run_1/m2.png
Drawn at 12 px/um.
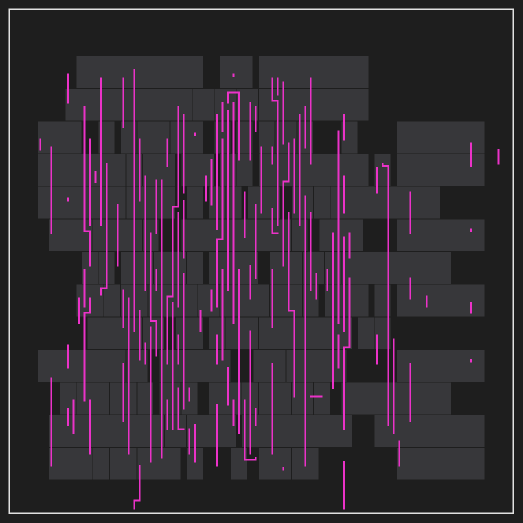
run_1/pinout.png
Drawn at 12 px/um. Pins as bars across the die edge, other pins in gray.
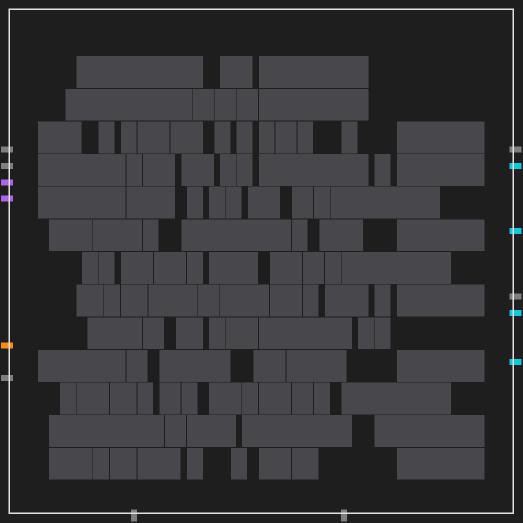
run_1/route_heat.png
Drawn at 10 px/um. 8 x 8 tiles, from dark blue (low) to red (high), scaled to the fullest tile. Values are wire area over tile area, all layers added.
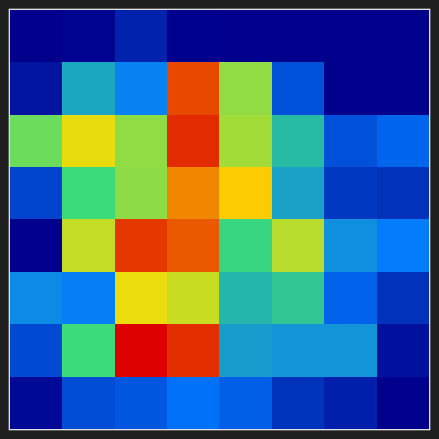
run_1/m3.png
Drawn at 12 px/um.
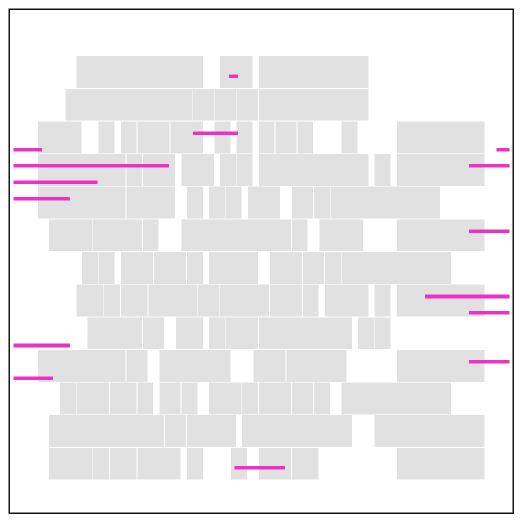
===== src/rtl/tdm_pkg.sv =====
// Shared types and defaults for the TDM serial-to-parallel receiver.
package tdm_pkg;
    typedef enum logic {
        TDM_HUNT = 1'b0,
        TDM_RUN  = 1'b1
    } tdm_state_t;

    localparam int TDM_NLANES = 4;
endpackage


===== src/rtl/tdm_slot_counter.sv =====
// Mod-NLANES slot index; clr wins over load1, load1 over inc.
// Count is registered, last decodes the final slot of a frame.
module tdm_slot_counter
    import tdm_pkg::*;
#(
    parameter int NLANES = TDM_NLANES,
    parameter int SELW   = $clog2(NLANES)
) (
    input  logic            clk,
    input  logic            rst,
    input  logic            inc,
    input  logic            load1,
    input  logic            clr,
    output logic [SELW-1:0] count,
    output logic            last
);
    logic [SELW-1:0] r_count;
    logic            w_at_last;

    assign w_at_last = (r_count == SELW'(NLANES - 1));

    always_ff @(posedge clk or posedge rst) begin
        if (rst) begin
            r_count <= '0;
        end else if (clr) begin
            r_count <= '0;
        end else if (load1) begin
            r_count <= SELW'(1);
        end else if (inc) begin
            r_count <= w_at_last ? '0 : r_count + 1'b1;
        end
    end

    assign count = r_count;
    assign last  = w_at_last;
endmodule


===== src/rtl/tdm_demux_rx.sv =====
// TDM receiver: aligns to the slot-0 sync marker and rebuilds an NLANES-bit word.
// Word and valid appear one cycle after the last slot is sampled; en=0 freezes all state.
module tdm_demux_rx
    import tdm_pkg::*;
#(
    parameter int NLANES = TDM_NLANES,
    parameter int SELW   = $clog2(NLANES)
) (
    input  logic              clk,
    input  logic              rst,
    input  logic              en,
    input  logic              sync,
    input  logic              sin,
    output logic [SELW-1:0]   sel,
    output logic [NLANES-1:0] dout,
    output logic              dout_valid,
    output logic              frame_err,
    output logic              locked
);
    tdm_state_t        r_state;
    logic [NLANES-1:0] r_shadow;
    logic [NLANES-1:0] r_dout;
    logic              r_dout_valid;
    logic              r_frame_err;

    logic [SELW-1:0]   w_sel;
    logic              w_last;
    logic              w_run;
    logic              w_at0;
    logic              w_norm;
    logic              w_early;
    logic              w_miss;
    logic              w_hunt_hit;

    assign w_run      = (r_state == TDM_RUN);
    assign w_at0      = (w_sel == '0);
    // In RUN, sync must coincide exactly with slot 0; either mismatch is a framing error.
    assign w_norm     = w_run && en && (sync == w_at0);
    assign w_early    = w_run && en && sync && !w_at0;
    assign w_miss     = w_run && en && !sync && w_at0;
    assign w_hunt_hit = !w_run && en && sync;

    tdm_slot_counter #(
        .NLANES (NLANES),
        .SELW   (SELW)
    ) u_slot_counter (
        .clk   (clk),
        .rst   (rst),
        .inc   (w_norm),
        .load1 (w_hunt_hit || w_early),
        .clr   (w_miss),
        .count (w_sel),
        .last  (w_last)
    );

    always_ff @(posedge clk or posedge rst) begin
        if (rst) begin
            r_state      <= TDM_HUNT;
            r_shadow     <= '0;
            r_dout       <= '0;
            r_dout_valid <= 1'b0;
            r_frame_err  <= 1'b0;
        end else begin
            r_dout_valid <= 1'b0;
            r_frame_err  <= 1'b0;
            case (r_state)
                TDM_HUNT: begin
                    if (w_hunt_hit) begin
                        r_shadow[0] <= sin;
                        r_state     <= TDM_RUN;
                    end
                end
                TDM_RUN: begin
                    if (w_early) begin
                        // Current bit restarts the frame as its slot 0.
                        r_shadow    <= {{(NLANES-1){1'b0}}, sin};
                        r_frame_err <= 1'b1;
                    end else if (w_miss) begin
                        r_frame_err <= 1'b1;
                        r_state     <= TDM_HUNT;
                    end else if (w_norm) begin
                        r_shadow[w_sel] <= sin;
                        if (w_last) begin
                            r_dout       <= {sin, r_shadow[NLANES-2:0]};
                            r_dout_valid <= 1'b1;
                        end
                    end
                end
                default: r_state <= TDM_HUNT;
            endcase
        end
    end

    assign sel        = w_sel;
    assign dout       = r_dout;
    assign dout_valid = r_dout_valid;
    assign frame_err  = r_frame_err;
    assign locked     = w_run;
endmodule

===== config.mk =====
export PLATFORM = sky130hd
export DESIGN_NAME = tdm_demux_rx
export DESIGN_NICKNAME = d
export VERILOG_FILES = /design/src/rtl/tdm_pkg.sv /design/src/rtl/tdm_slot_counter.sv /design/src/rtl/tdm_demux_rx.sv
export SDC_FILE = /design/constraint.sdc
export NUM_CORES = 1
export LEC_CHECK = 0
export ABC_AREA = 1
export CAP_MARGIN = 20
export CORE_MARGIN = 2
export CORE_UTILIZATION = 42
export DETAILED_ROUTE_END_ITERATION = 10
export HOLD_SLACK_MARGIN = 0.03
export PLACE_DENSITY = 0.72
export SLEW_MARGIN = 20
export SYNTH_ARGS = -nofsm -noshare
export SYNTH_HDL_FRONTEND = slang
export SYNTH_HIERARCHICAL = 1
export SYNTH_SLANG_ARGS = --single-unit
export TNS_END_PERCENT = 30

===== constraint.sdc =====
create_clock -name clk -period 1.3 [get_ports clk]
set_clock_uncertainty 0.05 [all_clocks]
set_input_delay 0.195 -clock clk [delete_from_list [all_inputs] [get_ports clk]]
set_output_delay 0.195 -clock clk [all_outputs]
set_load 0.1 [all_outputs]

==> results.ini, run 1 <==
[floorplanning]
rows = 13
tap-cell-count = 15
core_um2 = 1318
io_pins = 14
initCoreUtil_pct = 45.77

[clocking]
htreeDepth = 1
root_buffer = clkbuf_4
clkTransAtPathRegs_ns = 0.08
post_cts_buffers = 4
clockBufferDepth = 2

[final_timing]
relSlewSlack_pct = 73.00
post-route-period-util_pct = 104.4
finalSetupTns_ns = -0.2275
final-setup-viol-count = 8
max_freq_ghz = 0.7368
tightest_slew_ns = 0.4045
fin_ws_ns = -0.05728

[final_layout]
clockBufferCount = 4
final-nonclk-buf-share_pct = 33.41
fin_nets = 113
seq_share_pct = 29.47
n_all_inverters = 10
comb-cell-share_pct = 28.28
comb_cells = 51
comb_area_um2 = 296.5
fillCellCount = 75
layout-drive-gt1-share_pct = 45.28
n_antenna_cell = 0
ff_latch_area_um2 = 309.0
clk_share_pct = 3.461
syn2layout_area_growth_pct = 73.86
stdcell_area_um2 = 1049

[setup_path]
startpoint = u_slot_counter/count[0]
critPathLaunchType = register
worstReg2RegStart = u_slot_counter/count[1]
cp.buffers_inverters = 2
cp_max_fo = 6
slowest_stage = dfrtp_4
r2r_setup_slack_ns = -0.06
worst_path_largest_cell_delay_ns = 0.53

[synthesis]
async_flop_share_pct = 100.0
mux_area_share_pct = 0
simple_gate_share_pct = 35.48
synthFlopType = dfrtp_1
synth.top_cell.area_share_pct = 49.79
yosysMostFrequentCell = nand2_1
topCombFamilyByArea = simple AND/OR/NAND/NOR gates
top_area_cell = dfrtp_1
avgSynthCellArea_um2 = 8.261
common_cells = 22 x nand2_1, 12 x dfrtp_1, 7 x inv_1, 7 x nand3_1, 5 x nor2_1

[drt]
met3_length_um = 60
drt-met1-wl_um = 644
route.met2.wl_um = 683
firstDrtPassIters = 4
via_per_inst = 4.727

[global_route]
grt_pass1_wl_um = 2373
grt_max_degree = 11
grt_pass1_vias = 565

[placed_design]
gp_congestion = 0.7957
place_area_um2 = 938.4

[run]
tool_warnings = 29

[min_path]
hp-class = in -> reg
whs_path_depth = 3

[outcome]
status = finished with violations
failed_checks = setup timing

## Picture notes: m2.png
The layer carries 684 um of wire. The layer holds 48% of the routed length.
vias: 572
M2 GR Usage: 32.19%
Post-Route WL: 1421 um

## Picture notes: pinout.png
Orange stands for locked, pins 1, direction output, edge left. Cyan stands for dout, pins 4, direction output, edge right. Purple stands for sel, pins 2, direction output, edge left.
All pins by edge: 6 left, 6 right, 2 bottom.
Port-buffer cells: 13
Die Height: 41.90 um
Die Span X: 41.90 um

## Picture notes: route_heat.png
The emptiest ninth of the die: top right. The densest ninth of the die: middle. The mean over all tiles is 0.13.
WL/cell: 11.74 um
GR Util All Layers: 18.39%

## Picture notes: m3.png
The wires run mostly horizontal. The longest straight run is 12.6 um. The layer holds 4.3% of the routed length. 13 nets have wire on it.
met3 GRT Util: 4.348%

==> run 2: changes to the inputs <==
--- a/config.mk
+++ b/config.mk
@@ -11,7 +11,7 @@
 export CORE_UTILIZATION = 42
 export DETAILED_ROUTE_END_ITERATION = 10
 export HOLD_SLACK_MARGIN = 0.03
-export PLACE_DENSITY = 0.72
+export PLACE_DENSITY_LB_ADDON = 0.12
 export SLEW_MARGIN = 20
 export SYNTH_ARGS = -nofsm -noshare
 export SYNTH_HDL_FRONTEND = slang
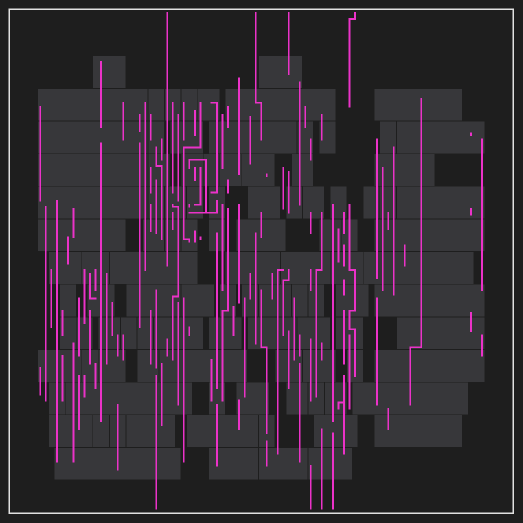
run_2/m2.png
Drawn at 12 px/um.
The layer carries 740 um of wire. The wires run mostly vertical.
vias: 580
Post-Route WL: 1391 um
M2 GR Usage: 29.06%

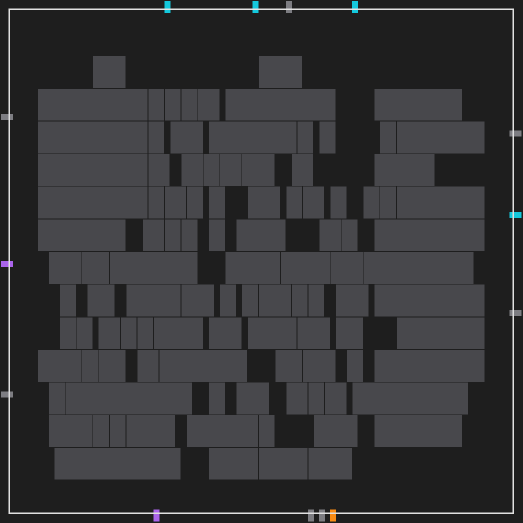
run_2/pinout.png
Drawn at 12 px/um. Pins as bars across the die edge, other pins in gray.

==> results.ini, run 2 <==
[final_layout]
lay_top_count = nand2_1
stdcell_area_um2 = 1021  ; -2.6%
clk_share_pct = 3.554  ; +0.093 points
seq_share_pct = 30.27  ; +0.79 points
final-nonclk-buf-share_pct = 33.21  ; -0.20 points
final_core_util_pct = 77.49
nNonClkBuffers = 27
comb_area_um2 = 280.3  ; -5.5%
layout_top_cells = 22 x nand2_1, 10 x buf_4, 9 x dfrtp_1, 9 x buf_12, 7 x nand3_1
syn2layout_area_growth_pct = 69.29
largest_register_ffs = 4
final-instance-count-excl-fill = 119
comb_cells = 51  ; unchanged
ff_latch_area_um2 = 309.0  ; unchanged
comb-cell-share_pct = 27.45  ; -0.83 points
fin_nets = 111  ; -1.8%
clockBufferCount = 4  ; unchanged
n_all_inverters = 10  ; unchanged
n_antenna_cell = 0  ; unchanged
layout-drive-gt1-share_pct = 41.35  ; -3.9 points
fillCellCount = 83  ; +11%

[final_timing]
maxSlewViolCount = 0
relSlewSlack_pct = 74.60  ; +1.6 points
fin_ws_ns = -0.04749  ; +0.009787 ns
post-route-period-util_pct = 103.7  ; -0.75 points
finalCriticalPeriod_ns = 1.347
finalSetupTns_ns = -0.1675  ; +0.05993 ns
tightest_slew_ns = 0.3806  ; -0.02392 ns
rsz0062_at_grt = true
final-setup-viol-count = 4  ; -4
max_freq_ghz = 0.7421  ; +0.73%

[setup_path]
slowest_stage = dfrtp_4
worst_ep_required_time_ns = 1.42
critPathKind = reg -> reg
startpoint = u_slot_counter/count[1]
worstRegToRegCells = 8
critPathLaunchType = register
critical_path_arrival_ns = 1.47
r2r_setup_slack_ns = -0.05  ; about the same
crit_cells = 8
cp_max_fo = 4  ; -2
cp_cell_sequence = o21ai_4, nand2_4, nor2_4, inv_2, nand2_2, nor2_2, nand2_1, nand2_1
crit_top_cell = nand2_1
worst_path_largest_cell_delay_ns = 0.52  ; about the same
worstReg2RegStart = u_slot_counter/count[1]
cp.buffers_inverters = 1  ; -1

[placed_design]
numPortBuffers = 13  ; unchanged
place_area_um2 = 945.9  ; +0.80%
gp_congestion = 0.7682  ; -3.5%
dp_hpwl_um = 1046
pre_cts_slack_ns = -0.2935

[synthesis]
top_area_cell = dfrtp_1
fp_nets = 79
ys_warn_count = 6
common_cells = 22 x nand2_1, 12 x dfrtp_1, 7 x inv_1, 7 x nand3_1, 5 x nor2_1
yosysMostFrequentCell = nand2_1
synth-xor-area-share_pct = 0
avgSynthCellArea_um2 = 8.261  ; unchanged
synth_cell_type_count = 17
synth.top_cell.area_share_pct = 49.79  ; unchanged
async_flop_share_pct = 100.0  ; unchanged
ys_chip_area_um2 = 603.1
synthFlopType = dfrtp_1
synthCells = 73
edf_count = 0
mux_area_share_pct = 0  ; unchanged
simple_gate_share_pct = 35.48  ; unchanged
topCombFamilyByArea = simple AND/OR/NAND/NOR gates
synth-seq-area-share_pct = 49.79
aoi_share_pct = 6.432
adder_share_pct = 2.075

[floorplanning]
rows = 13  ; unchanged
fp.dieW_um = 41.90  ; unchanged
core_um2 = 1318  ; unchanged
die_y_um = 41.90  ; unchanged
die-area_um2 = 1755
io_pins = 14  ; unchanged
initCoreUtil_pct = 45.77  ; unchanged
tap-cell-count = 15  ; unchanged

[clocking]
htreeDepth = 1  ; unchanged
clk_latency_ns = 0.27
numCtsBuffers = 3
clockBufferDepth = 2  ; unchanged
post_cts_resized = 4
clock-sinks = 12
root_buffer = clkbuf_4
clkTransAtPathRegs_ns = 0.08  ; about the same
post_cts_buffers = 1  ; -3

[outcome]
status = finished with violations
failed_checks = setup timing

[drt]
routedWlPerCell_um = 11.69  ; -0.47%
drtIter0Drc = 22
route.met2.wl_um = 740  ; +8.3%
drc = 0
met3_length_um = 62  ; +3.3%
drt-met1-wl_um = 579  ; -10%
postRouteAntennaNets = 0
via_per_inst = 4.874  ; +3.1%
firstDrtPassIters = 5  ; +1

[global_route]
antenna_found_initial = 0
grt_use_total_pct = 18.76  ; +0.37 points
grt_overflow = 0
grt_pass1_vias = 539  ; -4.6%
use_met3_pct = 8.696  ; +4.3 points
met1_usage_pct = 22.59
grt_max_degree = 11  ; unchanged
grt_pass1_wl_um = 2428  ; +2.3%
busiest_layer = met2

[min_path]
hp-class = in -> reg
min_from = sin
whs_path_depth = 3  ; unchanged
hold-path-endpoint = dout[3]

[run]
tool_warnings = 29  ; unchanged

==> run 3: changes to the inputs <==
--- a/config.mk
+++ b/config.mk
@@ -6,10 +6,9 @@
 export NUM_CORES = 1
 export LEC_CHECK = 0
 export ABC_AREA = 1
-export CAP_MARGIN = 20
-export CORE_MARGIN = 2
-export CORE_UTILIZATION = 42
+export CORE_AREA = 2 2 39 41
 export DETAILED_ROUTE_END_ITERATION = 10
+export DIE_AREA = 0 0 41 43
 export HOLD_SLACK_MARGIN = 0.03
 export PLACE_DENSITY_LB_ADDON = 0.12
 export SLEW_MARGIN = 20
==> constraint.sdc (replaced) <==
create_clock -name clk -period 1.7 [get_ports clk]
set_clock_uncertainty 0.05 [all_clocks]
set_input_delay 0.255 -clock clk [delete_from_list [all_inputs] [get_ports clk]]
set_output_delay 0.255 -clock clk [all_outputs]
set_load 0.1 [all_outputs]
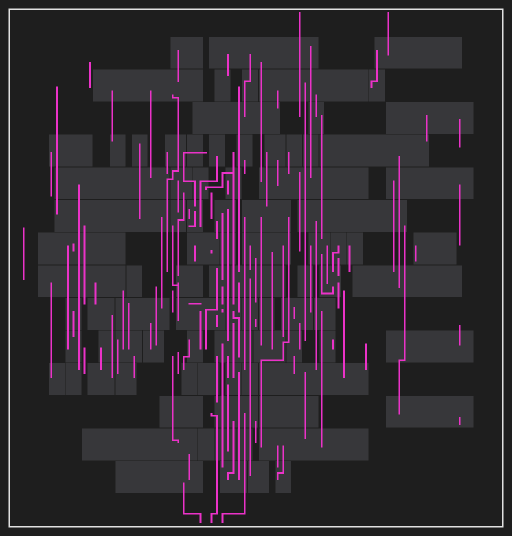
run_3/m2.png
Drawn at 12 px/um.
The longest straight run is 21.4 um. The layer carries 620 um of wire. The layer holds 50% of the routed length. The wires run mostly vertical.
vias: 548
M2 GR Usage: 27.81%
Post-Route WL: 1238 um

==> results.ini, run 3 <==
[outcome]
status = finished, final reports clean

[synthesis]
mux_area_share_pct = 0  ; unchanged
edf_count = 0  ; unchanged
common_cells = 22 x nand2_1, 12 x dfrtp_1, 7 x inv_1, 7 x nand3_1, 5 x nor2_1
topCombFamilyByArea = simple AND/OR/NAND/NOR gates
aoi_share_pct = 6.432  ; unchanged
fp_nets = 79  ; unchanged
yosysMostFrequentCell = nand2_1
synthFlopType = dfrtp_1
top_area_cell = dfrtp_1
async_flop_share_pct = 100.0  ; unchanged
synth-xor-area-share_pct = 0  ; unchanged

[final_timing]
max_freq_ghz = 0.6912  ; -6.9%
finalSetupTns_ns = 0  ; +0.1675 ns
rsz0062_at_grt = false
final-setup-viol-count = 0  ; -4
maxSlewViolCount = 0  ; unchanged
relSlewSlack_pct = 73.80  ; -0.80 points

[final_layout]
clockBufferCount = 4  ; unchanged
n_all_inverters = 10  ; unchanged
comb_cells = 51  ; unchanged
comb-cell-share_pct = 29.78  ; +2.3 points
lay_top_count = nand2_1
clk_share_pct = 4.073  ; +0.52 points
ff_latch_area_um2 = 304.0  ; -1.6%
layout_top_cells = 22 x nand2_1, 9 x dfrtp_1, 9 x buf_12
final_core_util_pct = 64.38  ; -13 points
largest_register_ffs = 4  ; unchanged
fin_nets = 98  ; -12%
n_antenna_cell = 0  ; unchanged
stdcell_area_um2 = 890.9  ; -13%
final-instance-count-excl-fill = 107  ; -10%
seq_share_pct = 34.13  ; +3.9 points

[placed_design]
pre_cts_slack_ns = 0.06935  ; +0.3629 ns
place_area_um2 = 854.6  ; -9.7%
gp_congestion = 0.8266  ; +7.6%

[floorplanning]
rows = 14  ; +1
io_pins = 14  ; unchanged
die_y_um = 43  ; +2.6%
core_um2 = 1384  ; +5.0%
tap-cell-count = 16  ; +1

[setup_path]
critPathLaunchType = register
worstReg2RegStart = u_slot_counter/count[1]
crit_cells = 6  ; -2
startpoint = u_slot_counter/count[1]
cp.buffers_inverters = 1  ; unchanged
worst_path_largest_cell_delay_ns = 0.49  ; -0.03 ns

[drt]
drtIter0Drc = 17  ; -23%
postRouteAntennaNets = 0  ; unchanged
met3_length_um = 71  ; +15%
firstDrtPassIters = 4  ; -1
drc = 0  ; unchanged
via_per_inst = 5.121  ; +5.1%

[run]
tool_warnings = 26  ; -10%

[min_path]
hp-class = in -> async

[clocking]
post_cts_buffers = 0  ; -1
clkTransAtPathRegs_ns = 0.07  ; about the same

[global_route]
grt_use_total_pct = 18.47  ; -0.29 points
antenna_found_initial = 0  ; unchanged
grt_pass1_vias = 530  ; -1.7%
grt_pass1_wl_um = 2152  ; -11%

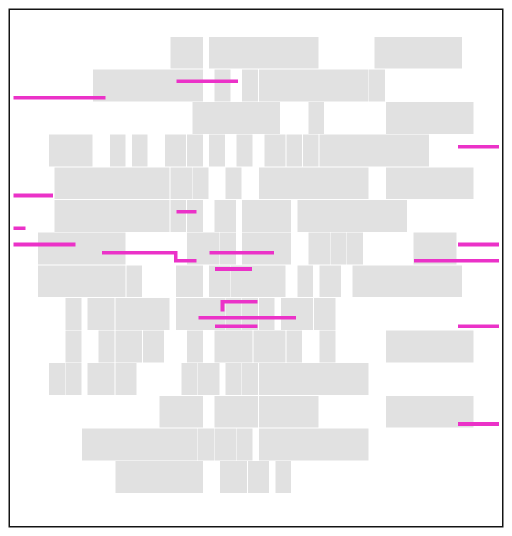
run_3/m3.png
Drawn at 12 px/um.
met3 GRT Util: 4.712%

